--- config.mk ---
export PLATFORM = sky130hd
export DESIGN_NAME = tx_link_ctrl
export DESIGN_NICKNAME = d
export VERILOG_FILES = /design/src/rtl/tx_link_pkg.sv /design/src/rtl/tx_sync_mon.sv /design/src/rtl/tx_link_ctrl.sv
export SDC_FILE = /design/constraint.sdc
export NUM_CORES = 1
export LEC_CHECK = 0
export ABC_AREA = 1
export CORE_UTILIZATION = 25
export DETAILED_ROUTE_END_ITERATION = 6
export PLACE_DENSITY = 0.55
export SLEW_MARGIN = 25
export SYNTH_ARGS = -nofsm -noshare
export SYNTH_HDL_FRONTEND = slang
export SYNTH_SLANG_ARGS = --single-unit
--- constraint.sdc ---
create_clock -name CLK -period 2.6 [get_ports CLK]
set_clock_uncertainty 0.15 [all_clocks]
set_input_delay 0.52 -clock CLK [delete_from_list [all_inputs] [get_ports CLK]]
set_output_delay 0.52 -clock CLK [all_outputs]
set_load 0.02 [all_outputs]
--- src/rtl/tx_link_pkg.sv ---
// tx_link_pkg: shared types and constants for the JESD204 TX link controller.
//   state_t        one-hot link state (IDLE, LMFC_ALIGN, CGS, ILA, DATA)
//   ILA_MF_DEFAULT ILA length used when ILA_MF_NUM is 0
//   CNT_W          width of the status counters
//   sat_inc        saturating increment for status counters
package tx_link_pkg;

  localparam int unsigned CNT_W          = 8;
  localparam int unsigned ILA_MF_DEFAULT = 4;

  typedef enum logic [4:0] {
    ST_IDLE       = 5'b00001,
    ST_LMFC_ALIGN = 5'b00010,
    ST_CGS        = 5'b00100,
    ST_ILA        = 5'b01000,
    ST_DATA       = 5'b10000
  } state_t;

  function automatic logic [CNT_W-1:0] sat_inc(input logic [CNT_W-1:0] v);
    return (v == '1) ? v : v + 1'b1;
  endfunction

endpackage

--- src/rtl/tx_sync_mon.sv ---
// tx_sync_mon: link SYNC monitor.
//   CLK, RST_n       clock, synchronous active-low reset
//   i_sync           raw SYNC inputs, ANDed into the link SYNC
//   i_frame_tick     one pulse per frame
//   i_in_ila         controller is in ILA
//   i_in_data        controller is in DATA
//   i_cnt_clr        clears both counters (priority over increments)
//   o_link_sync      combined link SYNC
//   o_err_pulse      short SYNC low ended in DATA (error report)
//   o_resync_pulse   resync request in DATA or SYNC loss during ILA
//   o_sync_err_cnt   saturating count of error reports
//   o_resync_cnt     saturating count of resync/abort events
module tx_sync_mon
  import tx_link_pkg::*;
#(
  parameter int unsigned SYNC_NUM      = 1,
  parameter int unsigned RESYNC_FRAMES = 5
) (
  input  logic                CLK,
  input  logic                RST_n,
  input  logic [SYNC_NUM-1:0] i_sync,
  input  logic                i_frame_tick,
  input  logic                i_in_ila,
  input  logic                i_in_data,
  input  logic                i_cnt_clr,
  output logic                o_link_sync,
  output logic                o_err_pulse,
  output logic                o_resync_pulse,
  output logic [CNT_W-1:0]    o_sync_err_cnt,
  output logic [CNT_W-1:0]    o_resync_cnt
);

  localparam int unsigned      LOW_W    = $clog2(RESYNC_FRAMES + 1);
  localparam logic [LOW_W-1:0] LOW_LAST = LOW_W'(RESYNC_FRAMES - 1);

  logic             w_link_sync;
  logic             w_low_expire;
  logic [LOW_W-1:0] r_low_cnt;
  logic             r_sync_d;
  logic [CNT_W-1:0] r_err_cnt;
  logic [CNT_W-1:0] r_resync_cnt;

  assign w_link_sync = &i_sync;

  // The frame that would bring low_cnt to RESYNC_FRAMES is the resync request
  // itself, so the controller leaves DATA one cycle after that tick.
  assign w_low_expire = i_in_data && !w_link_sync && i_frame_tick && (r_low_cnt == LOW_LAST);

  // Any rising SYNC in DATA ends a short low pulse, including one that saw no
  // frame tick; a long pulse has already taken the link out of DATA.
  assign o_err_pulse    = i_in_data && w_link_sync && !r_sync_d;
  assign o_resync_pulse = w_low_expire || (i_in_ila && !w_link_sync);
  assign o_link_sync    = w_link_sync;
  assign o_sync_err_cnt = r_err_cnt;
  assign o_resync_cnt   = r_resync_cnt;

  always_ff @(posedge CLK) begin
    if (!RST_n) begin
      r_low_cnt    <= '0;
      r_sync_d     <= 1'b1;
      r_err_cnt    <= '0;
      r_resync_cnt <= '0;
    end else begin
      r_sync_d <= w_link_sync;

      if (!i_in_data || w_link_sync || w_low_expire)
        r_low_cnt <= '0;
      else if (i_frame_tick)
        r_low_cnt <= r_low_cnt + 1'b1;

      if (i_cnt_clr)
        r_err_cnt <= '0;
      else if (o_err_pulse)
        r_err_cnt <= sat_inc(r_err_cnt);

      if (i_cnt_clr)
        r_resync_cnt <= '0;
      else if (o_resync_pulse)
        r_resync_cnt <= sat_inc(r_resync_cnt);
    end
  end

endmodule

--- src/rtl/tx_link_ctrl.sv ---
// tx_link_ctrl: JESD204 transmit link controller.
// Sequences IDLE -> LMFC_ALIGN -> CGS -> ILA -> DATA on LMFC boundaries.
//   CLK, RST_n     link clock, synchronous active-low reset
//   LANE_EN        per-lane enable; all-zero forces IDLE
//   SUBCLASSV      0 skips LMFC alignment
//   SYNC           receiver SYNC inputs (ANDed)
//   LMFC_SYNCED    LMFC generator aligned
//   LMFC_EDGE      LMFC boundary pulse
//   FRAME_TICK     frame pulse
//   ILA_DELAY      multiframes of SYNC high in CGS before ILA
//   ILA_MF_NUM     ILA length in multiframes (0 = 4)
//   CNT_CLR        clears status counters
//   LMFC_EN, ILA_EN, CHAR_EN, LINK_UP  decoded from state (lane-gated)
//   ILA_START      registered pulse on first ILA cycle
//   STATE          one-hot state
//   SYNC_ERR_CNT, RESYNC_CNT  saturating status counters
module tx_link_ctrl
  import tx_link_pkg::*;
#(
  parameter int unsigned LANES         = 4,
  parameter int unsigned SYNC_NUM      = 1,
  parameter int unsigned RESYNC_FRAMES = 5
) (
  input  logic                CLK,
  input  logic                RST_n,
  input  logic [LANES-1:0]    LANE_EN,
  input  logic [2:0]          SUBCLASSV,
  input  logic [SYNC_NUM-1:0] SYNC,
  input  logic                LMFC_SYNCED,
  input  logic                LMFC_EDGE,
  input  logic                FRAME_TICK,
  input  logic [7:0]          ILA_DELAY,
  input  logic [7:0]          ILA_MF_NUM,
  input  logic                CNT_CLR,
  output logic                LMFC_EN,
  output logic [LANES-1:0]    ILA_EN,
  output logic [LANES-1:0]    CHAR_EN,
  output logic                ILA_START,
  output logic                LINK_UP,
  output logic [4:0]          STATE,
  output logic [CNT_W-1:0]    SYNC_ERR_CNT,
  output logic [CNT_W-1:0]    RESYNC_CNT
);

  state_t     r_state;
  logic [7:0] r_mf_cnt;
  logic [7:0] r_ila_cnt;
  logic       r_ila_start;

  logic       w_any_lane;
  logic       w_link_sync;
  logic       w_err_pulse;
  logic       w_resync_pulse;
  logic [7:0] w_ila_last;

  assign w_any_lane = |LANE_EN;
  assign w_ila_last = (ILA_MF_NUM == 8'd0) ? 8'(ILA_MF_DEFAULT - 1) : ILA_MF_NUM - 8'd1;

  tx_sync_mon #(
    .SYNC_NUM      (SYNC_NUM),
    .RESYNC_FRAMES (RESYNC_FRAMES)
  ) u_sync_mon (
    .CLK            (CLK),
    .RST_n          (RST_n),
    .i_sync         (SYNC),
    .i_frame_tick   (FRAME_TICK),
    .i_in_ila       (r_state == ST_ILA),
    .i_in_data      (r_state == ST_DATA),
    .i_cnt_clr      (CNT_CLR),
    .o_link_sync    (w_link_sync),
    .o_err_pulse    (w_err_pulse),
    .o_resync_pulse (w_resync_pulse),
    .o_sync_err_cnt (SYNC_ERR_CNT),
    .o_resync_cnt   (RESYNC_CNT)
  );

  always_ff @(posedge CLK) begin
    if (!RST_n) begin
      r_state     <= ST_IDLE;
      r_mf_cnt    <= '0;
      r_ila_cnt   <= '0;
      r_ila_start <= 1'b0;
    end else begin
      r_ila_start <= 1'b0;
      if (!w_any_lane) begin
        r_state  <= ST_IDLE;
        r_mf_cnt <= '0;
      end else begin
        case (r_state)
          ST_IDLE: begin
            r_mf_cnt <= '0;
            r_state  <= (SUBCLASSV == 3'd0) ? ST_CGS : ST_LMFC_ALIGN;
          end
          ST_LMFC_ALIGN: begin
            r_mf_cnt <= '0;
            if (LMFC_SYNCED)
              r_state <= ST_CGS;
          end
          ST_CGS: begin
            // SYNC low wins over a coincident LMFC edge: count restarts.
            if (!w_link_sync)
              r_mf_cnt <= '0;
            else if (LMFC_EDGE) begin
              if (r_mf_cnt == ILA_DELAY) begin
                r_state     <= ST_ILA;
                r_ila_start <= 1'b1;
                r_ila_cnt   <= '0;
              end else
                r_mf_cnt <= r_mf_cnt + 1'b1;
            end
          end
          ST_ILA: begin
            // SYNC loss aborts even on the final ILA edge.
            if (w_resync_pulse)
              r_state <= ST_IDLE;
            else if (LMFC_EDGE) begin
              if (r_ila_cnt == w_ila_last)
                r_state <= ST_DATA;
              else
                r_ila_cnt <= r_ila_cnt + 1'b1;
            end
          end
          ST_DATA: begin
            // Error reports are counted by the monitor; the link stays up.
            if (w_resync_pulse)
              r_state <= ST_IDLE;
            else if (w_err_pulse)
              r_state <= ST_DATA;
          end
          default: r_state <= ST_IDLE;
        endcase
      end
    end
  end

  assign LMFC_EN   = (r_state != ST_IDLE);
  assign ILA_EN    = LANE_EN & {LANES{(r_state == ST_ILA) || (r_state == ST_DATA)}};
  assign CHAR_EN   = LANE_EN & {LANES{r_state == ST_DATA}};
  assign LINK_UP   = (r_state == ST_DATA);
  assign ILA_START = r_ila_start;
  assign STATE     = r_state;

endmodule

==> results.tsv <==
stage	metric	value	unit
drt	top_layer	met4	
finish	postLayoutCellArea	3740	um2
worst_hold_path	min-delay-start	u_sync_mon.o_sync_err_cnt[4]$_SDFFE_PP0P_	
yosys	top_cell	nand2_1	
finish	buf_share	0.198	
run_status	outcome	completed	
yosys	topCellsByArea	dfxtp_1, nand2_1, inv_1, nor2_1, nand3_1	
worst_hold_path	min_path_cells	2	
worst_setup_path	arrival	1.77	ns
finish	drive_gt1_frac	0.114	
yosys	synthArstFlopShare	0	
yosys	flop_cell	dfxtp_1	
timing	drv_slew	0	
clocking	numCtsBuffers	5	
power_and_ir_drop	p_seq	0.689	mW
yosys	synth_cells	410	
worst_setup_path	cp_num_cells	4	
drt	dr.pass1.iters	4	
die	core	10500	um2
finish	sh_seq_area	0.225	
yosys	synth_nets	448	
die	ioPinCount	62	
grt	grt_pass1_vias	2693	
grt	grt-ovfl-total	0	
drt	ant_nets	0	
power_and_ir_drop	clkPwrFrac	0.303	
power_and_ir_drop	vdd_drop_max	0.309	mV
timing	timing.fmax	0.410	GHz
drt	routed-via-count	2832	
worst_setup_path	endpoint_kind	output pin	
die	fp_util	0.262	
timing	fin_crit_sh	0.937	
clocking	cts_hold_buf	0	
finish	clock_buffers	8	
yosys	yosys-top-cells-count	nand2_1, inv_1, nor2_1	
worst_setup_path	r2r_slack	0.36	ns
finish	seq_area	841	um2
drt	viasPerCell	4.50	
finish	ff_count	42	
worst_setup_path	critPathRequiredTime	1.93	ns
yosys	synth_area	2740	um2
yosys	xor_area_frac	0.0607	
yosys	ys_sh_aoi	0.118	
yosys	ys_chip_area	2740	um2
yosys	yosys.cell_types.count	39	
worst_setup_path	ff2ff_path_depth	10	
worst_setup_path	r2r-end	r_mf_cnt[5]$_SDFFE_PN0P_	
placed_design	dp_cells	621	
power_and_ir_drop	p_total	1.65	mW
yosys	yosys_warnings	0	
drt	dr_wl_met3	360	um
power_and_ir_drop	pwr-share-comb	0.279	
clocking	clock.latency.late_pin	0.29	ns
grt	use_met3	0.0292	
die	chipWidth	107	um
power_and_ir_drop	power_frac_seq	0.419	
drt	drt-total-wl	7030	um
timing	hold_viol_final	0	
finish	inv_count	65	
yosys	mux_area_frac	0	
finish	mi_logic_area	1630	um2
worst_setup_path	worstPathMaxFanout	7	
yosys	synth_flops	42	
worst_setup_path	worst-setup-path-type	flop to output pin	
grt	grt_start_max_net_pins	14	
timing	rsz0062_at_grt	false	
power_and_ir_drop	maxPowerGroup	registers	
grt	busiest_layer	met2	
clocking	cts_setup_buffers	0	
drt	drc	0	
drt	drt-met1-wl	3340	um
power_and_ir_drop	powerClk	0.499	mW
worst_hold_path	hp-class	flop to flop	
placed_design	finalWeightedCongestion	0.764	
die	nWellTaps	136	
yosys	ys_seq_frac	0.307	
closeup.png
Region (68, 68) to (93, 93) um. Cells in gray, sequential cells in the stronger gray; small squares are vias.
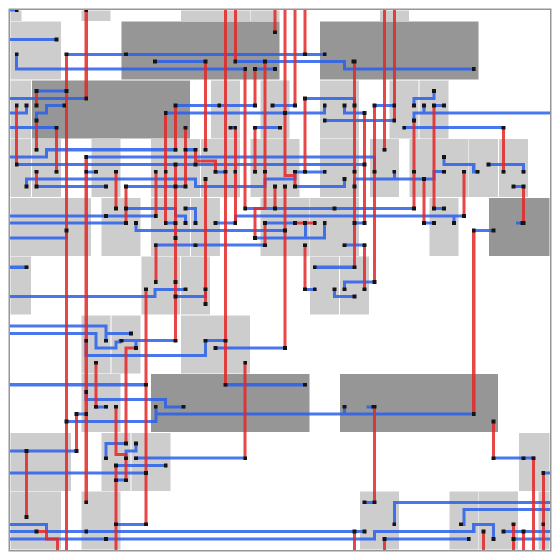
color	layer
red	M2
blue	M1
cells with their middle in the window	45
most frequent	nand2_1 (8), a21oi_1 (6)
sequential cells in the window	5
netlist names of flops here include	r_mf_cnt (4), STATE (1)

congestion_map.png
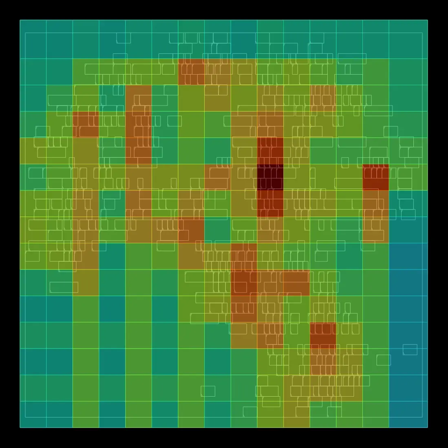
Final Core Density: 0.357
GR met2 Demand/Resource: 0.217
met1 Usage GRT: 0.164
GRT Util Overall: 0.128

Power and IR drop assume default switching activity.
